<file path="config.mk">
export PLATFORM = sky130hd
export DESIGN_NAME = uio_bus_arbiter
export DESIGN_NICKNAME = d
export VERILOG_FILES = /design/src/rtl/uio_bus_arbiter.sv
export SDC_FILE = /design/constraint.sdc
export NUM_CORES = 1
export LEC_CHECK = 0
export CAP_MARGIN = 15
export CORE_ASPECT_RATIO = 1.1
export CORE_MARGIN = 3
export CORE_UTILIZATION = 41
export CTS_CLUSTER_SIZE = 10
export DETAILED_ROUTE_END_ITERATION = 16
export PLACE_DENSITY = 0.87
export SLEW_MARGIN = 10
export SYNTH_ARGS = -nofsm -noshare
export SYNTH_HDL_FRONTEND = slang
export SYNTH_SLANG_ARGS = --single-unit
</file>
<file path="constraint.sdc">
create_clock -name clk -period 2.01 [get_ports clk]
set_input_delay 0.402 -clock clk [delete_from_list [all_inputs] [get_ports clk]]
set_output_delay 0.402 -clock clk [all_outputs]
set_load 0.05 [all_outputs]
</file>
<file path="src/rtl/uio_bus_arbiter.sv">
// Round-robin owner selection for the shared 8-bit uio pad bus, with an optional
// hold timeout and tri-stated turnaround cycles between consecutive owners.
module uio_bus_arbiter #(
    parameter int NREQ       = 4,
    parameter int TIMEOUT    = 255,
    parameter int TURNAROUND = 1
) (
    input  logic              clk,
    input  logic              rst_n,
    input  logic              ena,
    input  logic [NREQ-1:0]   req,
    input  logic [NREQ*8-1:0] req_dout,
    input  logic [NREQ*8-1:0] req_doe,
    output logic [NREQ-1:0]   gnt,
    output logic [7:0]        uio_out,
    output logic [7:0]        uio_oe,
    output logic              busy,
    output logic              timeout_pulse
);

    localparam int IW  = (NREQ > 1) ? $clog2(NREQ) : 1;
    localparam int HCW = (TIMEOUT > 0) ? $clog2(TIMEOUT + 1) : 1;
    localparam logic [HCW-1:0] HOLD_LAST = (TIMEOUT > 0) ? HCW'(TIMEOUT - 1) : '0;
    localparam logic [HCW-1:0] HOLD_MAX  = '1;
    localparam logic [3:0]     TURN_LAST = (TURNAROUND > 0) ? 4'(TURNAROUND - 1) : 4'd0;
    localparam logic [IW-1:0]  LAST_IDX  = IW'(NREQ - 1);

    typedef enum logic [1:0] {
        IDLE,
        GRANT,
        TURN
    } state_t;

    state_t          state, state_n;
    logic [NREQ-1:0] gnt_n;
    logic [NREQ-1:0] mask, mask_n;
    logic [NREQ-1:0] elig;
    logic [IW-1:0]   ptr, ptr_n;
    logic [IW-1:0]   owner, owner_n;
    logic [IW-1:0]   winner;
    logic [IW-1:0]   idx;
    logic            found;
    logic [HCW-1:0]  hold_cnt, hold_cnt_n;
    logic [3:0]      turn_cnt, turn_cnt_n;
    logic            pulse_n;
    logic            owner_req;
    logic            timeout_hit;
    logic [7:0]      doe_mux;

    assign elig      = req & ~mask;
    assign owner_req = |(req & gnt);
    assign busy      = (state != IDLE);

    // First eligible requester scanning upward from ptr, wrapping at NREQ.
    always_comb begin
        found  = 1'b0;
        winner = '0;
        idx    = '0;
        for (int k = 0; k < NREQ; k++) begin
            idx = IW'((int'(ptr) + k) % NREQ);
            if (!found && elig[idx]) begin
                found  = 1'b1;
                winner = idx;
            end
        end
    end

    always_comb begin
        state_n     = state;
        gnt_n       = gnt;
        ptr_n       = ptr;
        owner_n     = owner;
        hold_cnt_n  = hold_cnt;
        turn_cnt_n  = turn_cnt;
        mask_n      = mask & req;
        pulse_n     = 1'b0;
        timeout_hit = 1'b0;

        if (!ena) begin
            state_n    = IDLE;
            gnt_n      = '0;
            hold_cnt_n = '0;
            turn_cnt_n = '0;
        end else begin
            case (state)
                IDLE: begin
                    if (found) begin
                        state_n        = GRANT;
                        gnt_n          = '0;
                        gnt_n[winner]  = 1'b1;
                        owner_n        = winner;
                        hold_cnt_n     = '0;
                    end
                end
                GRANT: begin
                    if (hold_cnt != HOLD_MAX) begin
                        hold_cnt_n = hold_cnt + HCW'(1);
                    end
                    timeout_hit = (TIMEOUT != 0) && (hold_cnt == HOLD_LAST);
                    // A request dropping on the timeout cycle wins: normal release.
                    if (!owner_req || timeout_hit) begin
                        gnt_n      = '0;
                        ptr_n      = (owner == LAST_IDX) ? '0 : owner + IW'(1);
                        turn_cnt_n = '0;
                        state_n    = (TURNAROUND == 0) ? IDLE : TURN;
                        if (owner_req) begin
                            mask_n[owner] = 1'b1;
                            pulse_n       = 1'b1;
                        end
                    end
                end
                TURN: begin
                    if (turn_cnt == TURN_LAST) begin
                        state_n    = IDLE;
                        turn_cnt_n = '0;
                    end else begin
                        turn_cnt_n = turn_cnt + 4'd1;
                    end
                end
                default: begin
                    state_n = IDLE;
                    gnt_n   = '0;
                end
            endcase
        end
    end

    always_ff @(posedge clk or negedge rst_n) begin
        if (!rst_n) begin
            state         <= IDLE;
            gnt           <= '0;
            ptr           <= '0;
            owner         <= '0;
            hold_cnt      <= '0;
            turn_cnt      <= '0;
            mask          <= '0;
            timeout_pulse <= 1'b0;
        end else begin
            state         <= state_n;
            gnt           <= gnt_n;
            ptr           <= ptr_n;
            owner         <= owner_n;
            hold_cnt      <= hold_cnt_n;
            turn_cnt      <= turn_cnt_n;
            mask          <= mask_n;
            timeout_pulse <= pulse_n;
        end
    end

    // AND-OR pad mux straight off the registered one-hot grant.
    always_comb begin
        uio_out = '0;
        doe_mux = '0;
        for (int i = 0; i < NREQ; i++) begin
            uio_out = uio_out | (req_dout[8*i +: 8] & {8{gnt[i]}});
            doe_mux = doe_mux | (req_doe[8*i +: 8] & {8{gnt[i]}});
        end
    end

    assign uio_oe = ena ? doe_mux : 8'h00;

endmodule

</file>
power_grid.png
Scale bar: 20 um. Pins as bars on the die edge. Tap cells in gray.
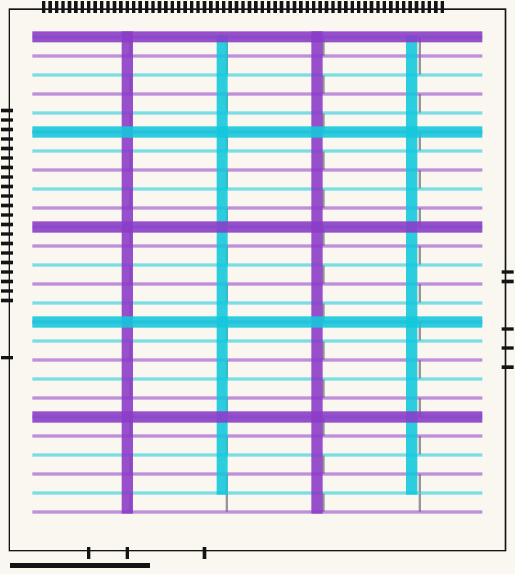
Cyan is VDD. Purple is VSS.
4 straps on met4. 54 tap cells. The core has 25 rows. 26 met1 rails follow the rows. 5 straps on met5.
width of the chip: 70.8 um
Peak VDD IR: 0.000586 V
CORE AREA: 0.00438 mm^2
vertical extent of the die: 77.3 um

cell_density.png
Scale bar: 20 um. 7 x 8 tiles, from white (low) to dark blue (high), 0 to 100% covered.
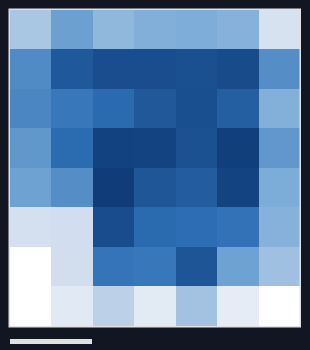
39% of the tiles are over 75% full. The fullest tile reaches 95%. The densest ninth of the die: center. 5.4% of the tiles are nearly empty. The mean over all tiles is 59%.
fraction of the core area occupied by cells at floorplan: 43.3%
Post-Route Utilization: 74.8%

==> results_slide.txt <==
Flow Results at a Glance

Run status
  – Outcome: complete, no violations

Place
  – Final RePlAce weighted congestion: 0.841
  – Total half-perimeter wirelength after legalization and detailed placement: 5030 um
  – Number of cells after detailed placement: 367

Synthesis
  – Yosys synthesis chip area: 0.00189 mm^2
  – Cells after Synth: 215
  – Largest combinational cell category by area: AND-OR/OR-AND gates
  – Tally of unique sky130hd cells used after synthesis: 44
  – Count of yosys warnings during synthesis: 0
  – Fraction of the mapped netlist area in compound gates: 35.3%
  – Most common reg cell: dfrtp_1
  – Most repeated cell in the gate-level netlist after synthesis: a22oi_1
  – Synthesized area divided by synthesized cell count: 8.81 um^2
  – Number of cell instances after yosys synthesis: 215
  – Top post-synthesis cells by count: 32 x a22oi_1, 27 x dfrtp_1, 22 x nand2_1, 19 x o21ai_0, 15 x nor2_1

Routing
  – Total Wirelength: 6310 um
  – Highest metal layer with signal wires: met4
  – Vias/cell: 5.71
  – Met3 routed wirelength: 175 um

Setup path
  – Critical path capture point type: primary output
  – Worst setup path endpoint: uio_out[1]
  – Crit path max-delay family: flip-flops

Global routing
  – Leftover overflow at the end of global routing: 0
  – First-pass GRT wire length: 10200 um
  – Global routing met1 resource utilization: 27.4%
  – Via count of the first global-routing pass: 2109

Timing
  – Worst-Margin Slew: 0.518 ns
  – Post-route worst hold slack: 0.487 ns
  – Slew HR: 65.5%
  – Setup repair after global routing missed its margin: false
  – Clock period minus final worst setup slack: 1.92 ns
  – Share of the clock period used by the worst path after layout: 95.4%
  – Post-route worst setup slack: 0.0931 ns

Final layout
  – Layout cell share with drive strength beyond 1: 22.1%

Floorplanning
  – Die outline area: 0.00547 mm^2

Clock tree
  – Count of instances resized after the clock tree is built: 2
io_fan.png
Scale bar: 20 um.
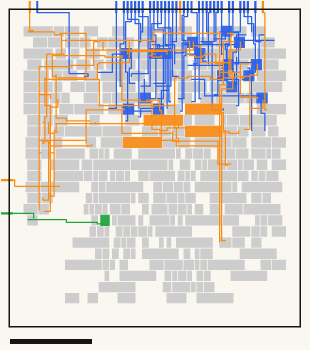
Blue is `req_doe`, direction input, end cells 16, buffers 32, wire 835 um. Green is `busy`, direction output, end cells 1, buffers 1, wire 26.8 um. Orange is `gnt`, direction output, end cells 4, buffers 8, wire 896 um.
io pins: 93
count of input and output buffers: 92

flops_by_reg.png
Scale bar: 20 um. Other sequential cells in the stronger gray, the rest of the logic in the fainter gray.
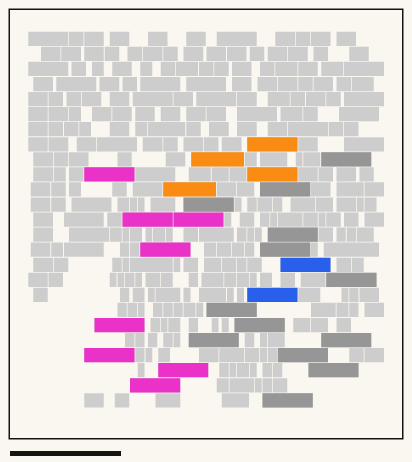
Blue is `ptr`, flops 2. Orange is `gnt`, flops 4. Magenta is `hold_cnt`, flops 8.
area taken by flip-flops and latches: 678 um^2
sequential fraction of total cell area: 20.7%
sequential power: 751 uW

## report_power, final
| group | total, mW | internal [mW] | leakage, nW | switching (mW) |
|---|---|---|---|---|
| registers | 0.751 | 0.611 | 0.364 | 0.140 |
| logic | 1.70 | 0.813 | 0.977 | 0.888 |
| clock network | 0.314 | 0.143 | 0.0228 | 0.172 |
| total | 2.77 | 1.57 | 1.36 | 1.20 |
## flip-flops by register name, indices dropped and copies added (netlist names)
name / cells
hold_cnt: 8
gnt: 4
mask: 4
turn_cnt: 4
owner: 2
ptr: 2
state: 2
timeout_pulse: 1
## layout make-up
type                            count  area, um^2  area share [%]
Clock buffer                        4        45.0            1.37
Inverter                            8        30.0           0.916
Multi-Input combinational cell    169        1200            36.7
Sequential cell                    27         678            20.7
Tap cell                           54        67.6            2.06
Timing Repair Buffer              109        1250            38.2
Power figures rest on the tool's default switching activity, not on a simulated workload.
